### src/rtl/pc_sequencer_if.sv
// rtl/pc_sequencer_if.sv - command/status bundle between the decoder and the pc_sequencer
interface pc_sequencer_if #(
  parameter int AW     = 12,
  parameter int PHASES = 2,
  parameter int DEPTH  = 4
);
  localparam int PW = ($clog2(PHASES) > 1) ? $clog2(PHASES) : 1;
  localparam int LW = $clog2(DEPTH + 1);

  logic          stall;
  logic          enable;
  logic          call;
  logic          ret;
  logic [AW-1:0] newaddr;
  logic [AW-1:0] addr;
  logic [PW-1:0] phase;
  logic          last_phase;
  logic [LW-1:0] stk_level;
  logic          stk_ovf;
  logic          stk_unf;

  modport master (
    output stall, enable, call, ret, newaddr,
    input  addr, phase, last_phase, stk_level, stk_ovf, stk_unf
  );

  modport slave (
    input  stall, enable, call, ret, newaddr,
    output addr, phase, last_phase, stk_level, stk_ovf, stk_unf
  );
endinterface

### src/rtl/pc_sequencer.sv
// rtl/pc_sequencer.sv - phased program counter with return stack (stack built when PC_STACK_EN is defined)
module pc_sequencer #(
  parameter int AW     = 12,
  parameter int PHASES = 2,
  parameter int DEPTH  = 4
) (
  input  logic         clk,
  input  logic         Rst,
  pc_sequencer_if.slave bus
);
  localparam int PW = ($clog2(PHASES) > 1) ? $clog2(PHASES) : 1;
  localparam int LW = $clog2(DEPTH + 1);
  localparam logic [PW-1:0] LASTP = PW'(PHASES - 1);

  logic [AW-1:0] addr_q, addr_d, inc_addr;
  logic [PW-1:0] phase_q, phase_d;
  logic          last;

  assign inc_addr = addr_q + AW'(1);
  assign last     = (phase_q == LASTP);

`ifdef PC_STACK_EN
  localparam logic [LW-1:0] FULL = LW'(DEPTH);

  logic [AW-1:0] stk_q [DEPTH];
  logic [LW-1:0] lvl_q, lvl_d;
  logic          ovf_q, ovf_d, unf_q, unf_d;
  logic          push, pop;

  // Shift-register LIFO: the top of stack always lives in entry 0
  always_ff @(posedge clk) begin
    if (push) begin
      stk_q[0] <= inc_addr;
      for (int i = 1; i < DEPTH; i++) stk_q[i] <= stk_q[i-1];
    end else if (pop) begin
      for (int i = 0; i < DEPTH - 1; i++) stk_q[i] <= stk_q[i+1];
    end
  end

  // Next-state: phase advance, and PC/stack update on the last-phase edge
  always_comb begin
    phase_d = phase_q;
    addr_d  = addr_q;
    lvl_d   = lvl_q;
    ovf_d   = ovf_q;
    unf_d   = unf_q;
    push    = 1'b0;
    pop     = 1'b0;
    if (!bus.stall) begin
      phase_d = last ? '0 : phase_q + PW'(1);
      if (last) begin
        if (bus.ret) begin
          if (lvl_q != '0) begin
            addr_d = stk_q[0];
            lvl_d  = lvl_q - LW'(1);
            pop    = 1'b1;
          end else begin
            unf_d  = 1'b1;
            addr_d = inc_addr;
          end
        end else if (bus.call) begin
          addr_d = bus.newaddr;
          if (lvl_q != FULL) begin
            push  = 1'b1;
            lvl_d = lvl_q + LW'(1);
          end else begin
            ovf_d = 1'b1;
          end
        end else if (bus.enable) begin
          addr_d = bus.newaddr;
        end else begin
          addr_d = inc_addr;
        end
      end
    end
  end

  // Stack level and sticky error flags
  always_ff @(posedge clk) begin
    if (!Rst) begin
      lvl_q <= '0;
      ovf_q <= 1'b0;
      unf_q <= 1'b0;
    end else begin
      lvl_q <= lvl_d;
      ovf_q <= ovf_d;
      unf_q <= unf_d;
    end
  end

  assign bus.stk_level = lvl_q;
  assign bus.stk_ovf   = ovf_q;
  assign bus.stk_unf   = unf_q;
`else
  logic unused_ret;
  assign unused_ret = bus.ret;

  // Next-state without a stack: call degenerates to a plain jump, ret is ignored
  always_comb begin
    phase_d = phase_q;
    addr_d  = addr_q;
    if (!bus.stall) begin
      phase_d = last ? '0 : phase_q + PW'(1);
      if (last) begin
        if (bus.call || bus.enable) addr_d = bus.newaddr;
        else                        addr_d = inc_addr;
      end
    end
  end

  assign bus.stk_level = '0;
  assign bus.stk_ovf   = 1'b0;
  assign bus.stk_unf   = 1'b0;
`endif

  // PC and phase registers; reset wins over stall and every command
  always_ff @(posedge clk) begin
    if (!Rst) begin
      addr_q  <= '0;
      phase_q <= '0;
    end else begin
      addr_q  <= addr_d;
      phase_q <= phase_d;
    end
  end

  assign bus.addr       = addr_q;
  assign bus.phase      = phase_q;
  assign bus.last_phase = last;
endmodule
### src/flat_wrapper.sv
// flat-port wrapper written by rule: the top's interface ports become plain ports
module pc_sequencer_flat 
#(
  parameter int AW     = 12,
  parameter int PHASES = 2,
  parameter int DEPTH  = 4
)
  (clk, Rst, bus_stall, bus_enable, bus_call, bus_ret, bus_newaddr, bus_addr, bus_phase, bus_last_phase, bus_stk_level, bus_stk_ovf, bus_stk_unf);
  pc_sequencer_if #(.AW(AW), .PHASES(PHASES), .DEPTH(DEPTH)) bus_i ();
  input  logic clk;
  input  logic Rst;
  input wire logic [$bits(bus_i.stall)-1:0] bus_stall;
  input wire logic [$bits(bus_i.enable)-1:0] bus_enable;
  input wire logic [$bits(bus_i.call)-1:0] bus_call;
  input wire logic [$bits(bus_i.ret)-1:0] bus_ret;
  input wire logic [$bits(bus_i.newaddr)-1:0] bus_newaddr;
  output wire logic [$bits(bus_i.addr)-1:0] bus_addr;
  output wire logic [$bits(bus_i.phase)-1:0] bus_phase;
  output wire logic [$bits(bus_i.last_phase)-1:0] bus_last_phase;
  output wire logic [$bits(bus_i.stk_level)-1:0] bus_stk_level;
  output wire logic [$bits(bus_i.stk_ovf)-1:0] bus_stk_ovf;
  output wire logic [$bits(bus_i.stk_unf)-1:0] bus_stk_unf;
  assign bus_i.stall = bus_stall;
  assign bus_i.enable = bus_enable;
  assign bus_i.call = bus_call;
  assign bus_i.ret = bus_ret;
  assign bus_i.newaddr = bus_newaddr;
  assign bus_addr = bus_i.addr;
  assign bus_phase = bus_i.phase;
  assign bus_last_phase = bus_i.last_phase;
  assign bus_stk_level = bus_i.stk_level;
  assign bus_stk_ovf = bus_i.stk_ovf;
  assign bus_stk_unf = bus_i.stk_unf;
  pc_sequencer #(.AW(AW), .PHASES(PHASES), .DEPTH(DEPTH)) u_core (.clk(clk), .Rst(Rst), .bus(bus_i));
endmodule
### config.mk
export PLATFORM = sky130hd
export DESIGN_NAME = pc_sequencer_flat
export DESIGN_NICKNAME = d
export VERILOG_FILES = /design/src/rtl/pc_sequencer_if.sv /design/src/rtl/pc_sequencer.sv /design/src/flat_wrapper.sv
export SDC_FILE = /design/constraint.sdc
export NUM_CORES = 1
export LEC_CHECK = 0
export ABC_AREA = 1
export CAP_MARGIN = 40
export CORE_MARGIN = 5
export CORE_UTILIZATION = 37
export DETAILED_ROUTE_END_ITERATION = 12
export GPL_TIMING_DRIVEN = 0
export PLACE_DENSITY = 0.78
export SKIP_CTS_REPAIR_TIMING = 1
export SLEW_MARGIN = 20
export SYNTH_ARGS = -nofsm -noshare
export SYNTH_HDL_FRONTEND = slang
export SYNTH_SLANG_ARGS = --single-unit
### constraint.sdc
create_clock -name clk -period 1.1 [get_ports clk]
set_input_delay 0.275 -clock clk [delete_from_list [all_inputs] [get_ports clk]]
set_output_delay 0.275 -clock clk [all_outputs]
set_load 0.005 [all_outputs]
Figure 1. Placed cells, one color a class.
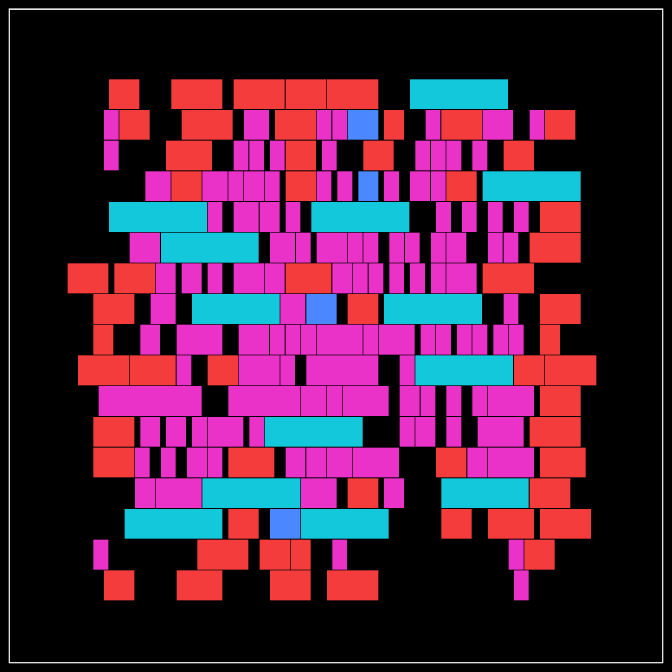
clock drivers and dummy loads: marked blue, cells 4. sequential cells: marked cyan, cells 13. combinational and other logic: marked magenta, cells 118. remaining buffers and delay cells: marked red, cells 55.

Figure 2. Clock distribution.
Scale bar: 20 um.
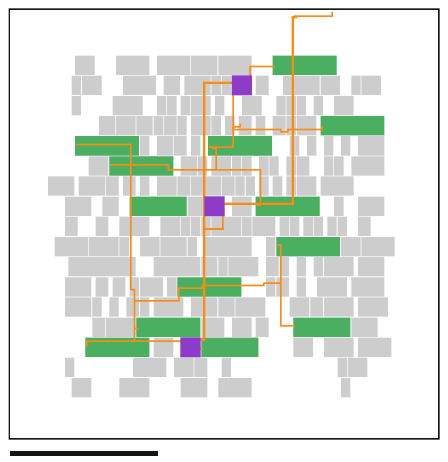
flip-flops: marked green, count 13. clock wires: marked orange, length 238 um. clock drivers: marked purple, count 3.
There are 4 routed clock nets.

==> ci_impl_report.md <==
### Flow metrics

| Metric | Value |
|---|---|
| Multi-input gate share of total cell area | `38.9%` |
| PnR worst setup slack | `-0.156 ns` |
| Non-clk bufs | `55` |
| WHS Endpoint | `u_core.bus.last_phase` |
| Drt drc | `0` |
| Leak | `0.807 nW` |
| Finish-stage setup viols | `11` |
| Top routing layer used | `met4` |
| CP Capture Type | `register` |
| Crit path to | `u_core.bus.addr[10]` |
| Power per cell area | `751 nW/um^2` |
| Status | `complete, but fails checks` |
| CP Launch Type | `register` |
| Final Core Density | `69.7%` |
| Critical Path Stages | `9` |
| # clock sinks | `13` |
| Yosys chip area | `845 sq um` |
| Met1 usage | `14.7%` |
| Seq/Total Area, Yosys | `30.8%` |
| Hold WC Path Type | `in2reg` |
| Worst hold path cell count | `2` |
| Seq cells post-synth | `13` |
| DRT Wirelength | `2.67 mm` |
| VDD IR max | `0.743 mV` |
| Area grow syn2layout | `80.9%` |
| Final Hold Slack | `0.231 ns` |
| Fin crit share | `114%` |
| RSZ-0062 raised after global routing | `true` |
| Synth top cells by count | `39 x nand2_1, 22 x nor2_1, 13 x dfxtp_1` |
| CTS root buf | `clkbuf_4` |
| Failing checks | `setup timing` |
| Yosys cell count | `135` |
| MI comb cells | `107` |
| Post-synthesis async set-or-reset flop share | `0%` |
| Logic cell area | `594 sq um` |
| Crit-path max FO | `5` |
| Yosys cell types | `21` |
| Reg2Reg Launch Point | `u_core.bus.addr[1]` |
Figure 3. Selected gate families.
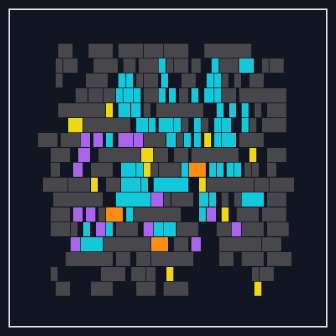
nand cells: marked cyan, cells 56. aoi and oai cells: marked purple, cells 15. inv cells: marked yellow, cells 11. xor and xnor cells: marked orange, cells 3.

Figure 4. I/O nets highlighted.
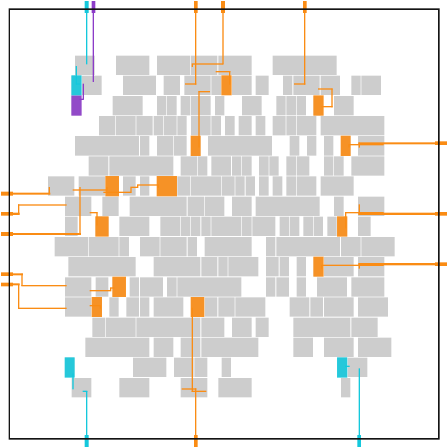
bus_stk_unf: marked purple, bits 1, direction output, edge top, end cells 1, buffers 1, wire 11.8 um. bus_newaddr: marked orange, bits 12, direction input, edge 5 left, 3 top, 3 right, 1 bottom, end cells 12, buffers 12, wire 197 um. bus_stk_level: marked cyan, bits 3, direction output, edge 2 bottom, 1 top, end cells 3, buffers 3, wire 27.7 um.
# IOs: 37
number of I/O port buffers: 30

-- metrics by stage --
step	cell area [sq um]	worst slack (ns)	instances
after floorplan	887	-0.000604	139
after detailed placement	1220	-0.527	197
final	1530	-0.156	218
after global routing	1530	-0.254	218
after global placement	1220	-0.509	197
after CTS	1250	-0.526	201
-- registers in the layout (all words and copies together), names as in the netlist --
name	cells
u_core.bus.addr	12
u_core.bus.last_phase	1
-- cell families (layout without fill, tap and decap cells) --
logic type	after synthesis	count (layout)	synth area share (%)
xor+xnor	3	3	3.11
simple gates	83	83	42.5
compound gates	15	15	9.48
other cells	1	5	0.444
flops	13	13	30.8
buf+inv	19	70	12.1
fa+ha+maj	1	1	1.48
-- report_power, final --
group | switching, W | internal, W
clock network | 0.000197 | 0.000136
logic | 0.000131 | 0.000176
registers | 0.0000245 | 0.000483
Power figures rest on the tool's default switching activity, not on a simulated workload.
